--- src/rtl/display_scan_mux.sv ---
// Time-multiplexed 7-segment scan driver: double-buffered patterns, per-slot blanking, one-hot enables.
// Latency: outputs registered one cycle behind the slot state; new patterns take effect at the next frame boundary.
// Backpressure: none; load is level-sampled every cycle and the last load in a frame wins.
module display_scan_mux #(
    parameter int DIGITS        = 4,
    parameter int PRESCALE      = 1000,
    parameter int BLANK         = 16,
    parameter int EN_ACTIVE_LOW = 0
) (
    input  logic                  input_clock1_1,
    input  logic                  input_reset1_2,
    input  logic [8*DIGITS-1:0]   digits_in,
    input  logic                  load,
    output logic [7:0]            seg_out,
    output logic [DIGITS-1:0]     digit_en,
    output logic                  frame_done
);

    localparam int CW = $clog2(PRESCALE);
    localparam int IW = $clog2(DIGITS);
    localparam logic [CW-1:0] CNT_LAST   = CW'(PRESCALE - 1);
    localparam logic [CW-1:0] BLANK_LAST = CW'((BLANK > 0) ? BLANK - 1 : 0);
    localparam logic [IW-1:0] IDX_LAST   = IW'(DIGITS - 1);
    localparam logic [DIGITS-1:0] EN_IDLE = {DIGITS{EN_ACTIVE_LOW != 0}};

    typedef enum logic {BLANKING, DRIVE} state_t;
    localparam state_t STATE_RST = (BLANK > 0) ? BLANKING : DRIVE;

    state_t              state;
    state_t              state_nxt;
    logic [CW-1:0]       cnt;
    logic [IW-1:0]       idx;
    logic [7:0]          shadow [DIGITS];
    logic [7:0]          active [DIGITS];
    logic                pending;
    logic                wrapped;
    logic                slot_end;
    logic                frame_end;
    logic [7:0]          seg_nxt;
    logic [DIGITS-1:0]   en_nxt;

    assign slot_end  = (cnt == CNT_LAST);
    assign frame_end = slot_end && (idx == IDX_LAST);

    always_ff @(posedge input_clock1_1) begin
        if (input_reset1_2) begin
            state <= STATE_RST;
        end else begin
            state <= state_nxt;
        end
    end

    always_comb begin
        state_nxt = state;
        seg_nxt   = 8'h00;
        en_nxt    = '0;
        if (BLANK == 0) begin
            state_nxt = DRIVE;
        end else if (state == BLANKING && cnt == BLANK_LAST) begin
            state_nxt = DRIVE;
        end else if (state == DRIVE && slot_end) begin
            state_nxt = BLANKING;
        end
        if (state == DRIVE) begin
            seg_nxt = active[idx];
            en_nxt  = DIGITS'(1) << idx;
        end
    end

    always_ff @(posedge input_clock1_1) begin
        if (input_reset1_2) begin
            cnt        <= '0;
            idx        <= '0;
            pending    <= 1'b0;
            wrapped    <= 1'b0;
            frame_done <= 1'b0;
            seg_out    <= 8'h00;
            digit_en   <= EN_IDLE;
            for (int i = 0; i < DIGITS; i++) begin
                shadow[i] <= 8'h00;
                active[i] <= 8'h00;
            end
        end else begin
            cnt <= slot_end ? '0 : cnt + 1'b1;
            if (slot_end) begin
                idx <= (idx == IDX_LAST) ? '0 : idx + 1'b1;
            end

            for (int i = 0; i < DIGITS; i++) begin
                if (load) begin
                    shadow[i] <= digits_in[8*i +: 8];
                end
            end

            // A load landing on the boundary bypasses the shadow so it is not deferred a whole frame.
            if (frame_end) begin
                for (int i = 0; i < DIGITS; i++) begin
                    if (load) begin
                        active[i] <= digits_in[8*i +: 8];
                    end else if (pending) begin
                        active[i] <= shadow[i];
                    end
                end
                pending <= 1'b0;
            end else if (load) begin
                pending <= 1'b1;
            end

            // Delayed one cycle so the pulse lines up with the first slot-0 output update.
            wrapped    <= frame_end;
            frame_done <= wrapped;
            seg_out    <= seg_nxt;
            digit_en   <= en_nxt ^ EN_IDLE;
        end
    end

endmodule
--- config.mk ---
export PLATFORM = sky130hd
export DESIGN_NAME = display_scan_mux
export DESIGN_NICKNAME = d
export VERILOG_FILES = /design/src/rtl/display_scan_mux.sv
export SDC_FILE = /design/constraint.sdc
export NUM_CORES = 1
export LEC_CHECK = 0
export CORE_ASPECT_RATIO = 0.8
export CORE_UTILIZATION = 45
export DETAILED_ROUTE_END_ITERATION = 10
export PLACE_DENSITY = 0.64
export REMOVE_ABC_BUFFERS = 1
export SETUP_SLACK_MARGIN = 0.02
export SLEW_MARGIN = 20
export SYNTH_ARGS = -nofsm -noshare
export SYNTH_HDL_FRONTEND = slang
export SYNTH_SLANG_ARGS = --single-unit
--- constraint.sdc ---
create_clock -name input_clock1_1 -period 3.9 [get_ports input_clock1_1]
set_clock_uncertainty 0.05 [all_clocks]
set_input_delay 0.39 -clock input_clock1_1 [delete_from_list [all_inputs] [get_ports input_clock1_1]]
set_output_delay 0.39 -clock input_clock1_1 [all_outputs]
set_load 0.02 [all_outputs]
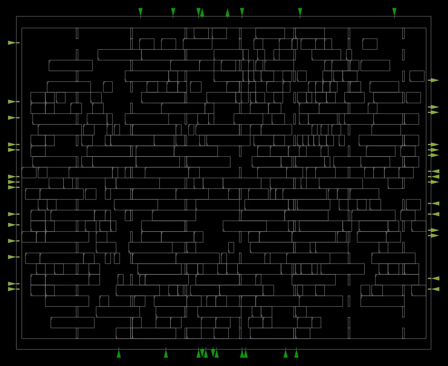
**Above:** run 1 (placement view).
Layout Cells excl Fill: 449
FP Rows: 29
flop share of the area: 53.7%
Layout Utilization: 57.2%
Core Region: 8090 um2

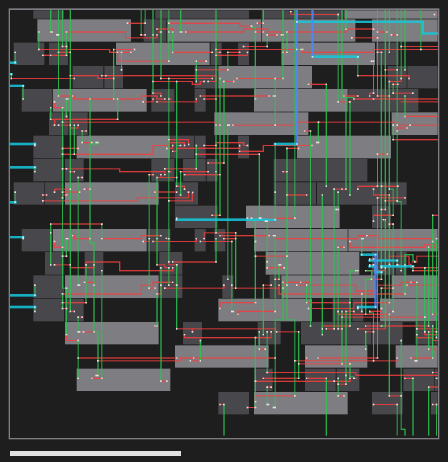
**Above:** run 1 (layout detail).
The bar under the picture is 20 um long. Window x 1 to 51, y 0 to 50 um. Cells in grey, sequential cells in the stronger grey; small squares are vias.
legend:
  metal 1:
    colour: red
  metal 3:
    colour: cyan
  metal 2:
    colour: green
  metal 4:
    colour: blue
cells with their middle in the window: 90
sequential cells in the window: 27
most frequent: edfxtp_1 (25), clkdlybuf4s50_1 (14), and2_1 (13)
netlist names of flops here include: active (13), shadow (12), seg_out (2)

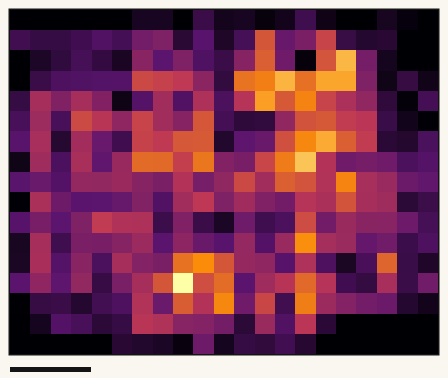
**Above:** run 1 (signal metal coverage by tile).
The bar under the picture is 20 um long. 21 x 17 tiles, from black (low) to pale yellow (high), scaled to the fullest tile. Values are wire area over tile area, all layers added.
nearly empty tiles: 11%
fullest tile: 0.40
mean over tiles: 0.12
tiles over half the peak: 17%
Routed WL per cell: 15.3 um
GRT Overall Usage: 17.0%
Post-Route WL: 6.88 mm
vias post-DR: 2368

==> notes.md, run 1 <==
flow finished, numbers: fin. max-slew vios=0, fp util=47.4%, Synth Register Bits=92, OpenROAD warning count=25, Die H=84.6 um, AND-OR/OR-AND Cells, Area Fraction=9.07%, Hold Path Stages=1, most crowded layer after global routing=met2, CTS Hold Bufs=0, worst setup slack after layout=1.18 ns, Slew @ Worst Pin=0.993 ns, Yosys Chip Area=3830 um2, metal3 WL=288 um, Setup Fix Bufs, Post-CTS=0, die area=8900 um2, DR WL met2=3.20 mm, CP Data Required Time=3.91 ns, Int Power=1570 uW, most used flip-flop cell=edfxtp_1, outcome=completed, clock power share=38.5%, Max Root-Sink Buffers=2, Root Driver=clkbuf_8, sequential power=1100 uW, # Cells Yosys=292, Placed Cells=433, WHS=0.396 ns, most numerous logic cells after layout=edfxtp_1 (64), clkdlybuf4s50_1 (47), nor2_1 (41), slowest stage delay, CP=0.68 ns, Antenna Nets Post-Route=0, M1 GR Usage=23.1%, Starting DRT DRC Count=84, pwr dens=426 nW/um2, top cell type by total area after synthesis=edfxtp_1, relative slew slack=33.7%, HP Class=reg2reg, M3 GR Usage=4.27%, largest power group=registers
[run 1: state kept, by name, indices dropped and copies added, names as in the netlist]
signal and flops:
active 32, cnt 10, digit_en 4, frame_done 1
idx 2, pending 1, seg_out 8, shadow 32
state 1, wrapped 1
[run 1: worst max-delay path by stage]
stage / from / to / slack [ns]
after global routing: idx[1] / active[3][4] / 0.94
final: idx[1] / active[3][1] / 1.18
after detailed placement: idx[1] / active[2][6] / 0.90
after CTS: idx[1] / active[1][4] / 0.87
after floorplan: idx[0] / active[0][0] / 0.29
after global placement: idx[1] / active[1][3] / 0.99
[run 1: area by class of cell]
class	instances	area share (%)
clock buffer	10	2.76
clock inverter	6	2.43
inverter	4	0.324
multi-input combinational	177	26.9
sequential	92	53.7
tap	108	2.92
timing repair buffer	52	11.0
## Run 2: what changed since run 1
clock period = 2.69 ns   (was 3.9 ns; I/O delays follow)
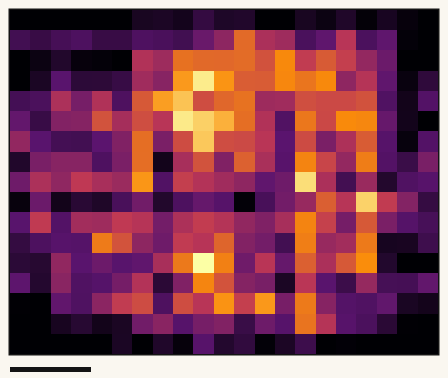
**Above:** run 2 (signal metal coverage by tile).
The bar under the picture is 20 um long. 21 x 17 tiles, from black (low) to pale yellow (high), scaled to the fullest tile. Values are wire area over tile area, all layers added.
GRT Overall Usage: 17.9%
Post-Route WL: 7.26 mm

==> run 2 against run 1 <==
Effect of this change: cell count grew 0.89%; synthesized cell count is the same; fmax increased by 31%; non-clock buffer count is 4 higher; global-route usage is 0.89 points higher; synthesized area is the same; design area hardly changed; largest power group unchanged.
==> notes.md, run 2 <==
flow finished, numbers: Slew @ Worst Pin=0.471 ns, Max Root-Sink Buffers=2, outcome=completed, pre-CTS setup slack=0.571 ns, Layout Utilization=57.2%, worst setup slack after layout=0.616 ns, Core Region=8090 um2, Routed WL per cell=16.0 um, setup_tns=0 ns, top cell type by total area after synthesis=edfxtp_1, slowest stage delay, CP=0.36 ns, OpenROAD warning count=25, Yosys Chip Area=3830 um2, clock power share=33.5%, Layout area overhead=20.7%, Placed Cells=437, M1 GR Usage=25.2%, most crowded layer after global routing=met2, CTS Hold Bufs=0, pwr dens=573 nW/um2, Root Driver=clkbuf_8, Antenna Nets Post-Route=0, Setup Fix Bufs, Post-CTS=0, metal3 WL=329 um, # Cells Yosys=292, largest registers=active (32), shadow (32), cnt (10), sequential power=1590 uW, relative slew slack=68.6%, most used flip-flop cell=edfxtp_1, Layout Cells excl Fill=453, Hold Path Stages=1, fin. max-slew vios=0, FP Rows=29, Setup CP Type=reg2reg, vias post-DR=2438, Synth Register Bits=92, die area=8900 um2, largest power group=registers, Sw Ratio=21.5%, Int Power=2080 uW, WHS=0.409 ns, most numerous logic cells after layout=edfxtp_1 (64), clkdlybuf4s50_1 (47), nor2_1 (41), fp util=47.4%
## run 2: cell counts after synthesis
Identical to the previous run, type by type.
## run 2: cell type report
class                   count  area, um2  share of cell area [%]
repair buffers             56        563                    12.2
clock inverters             5       31.3                   0.676
well taps                 108        135                    2.92
flip-flops and latches     92       2480                    53.6
inverters                   4       15.0                   0.324
clock buffers              11        163                    3.51
multi-input cells         177       1240                    26.8
## run 2: worst max-delay path by stage
stage	to	cells after the start	from	slack, ns
5_1_grt	active[0][3]	5	cnt[0]	0.48
4_1_cts	active[0][3]	5	cnt[0]	0.61
3_5_place_dp	shadow[1][7]	4	input_reset1_2	0.57
3_3_place_gp	shadow[1][2]	4	input_reset1_2	0.64
2_1_floorplan	active[0][0]	3	idx[0]	-0.92
6_report	active[0][6]	5	cnt[0]	0.62
Power and IR drop assume default switching activity.
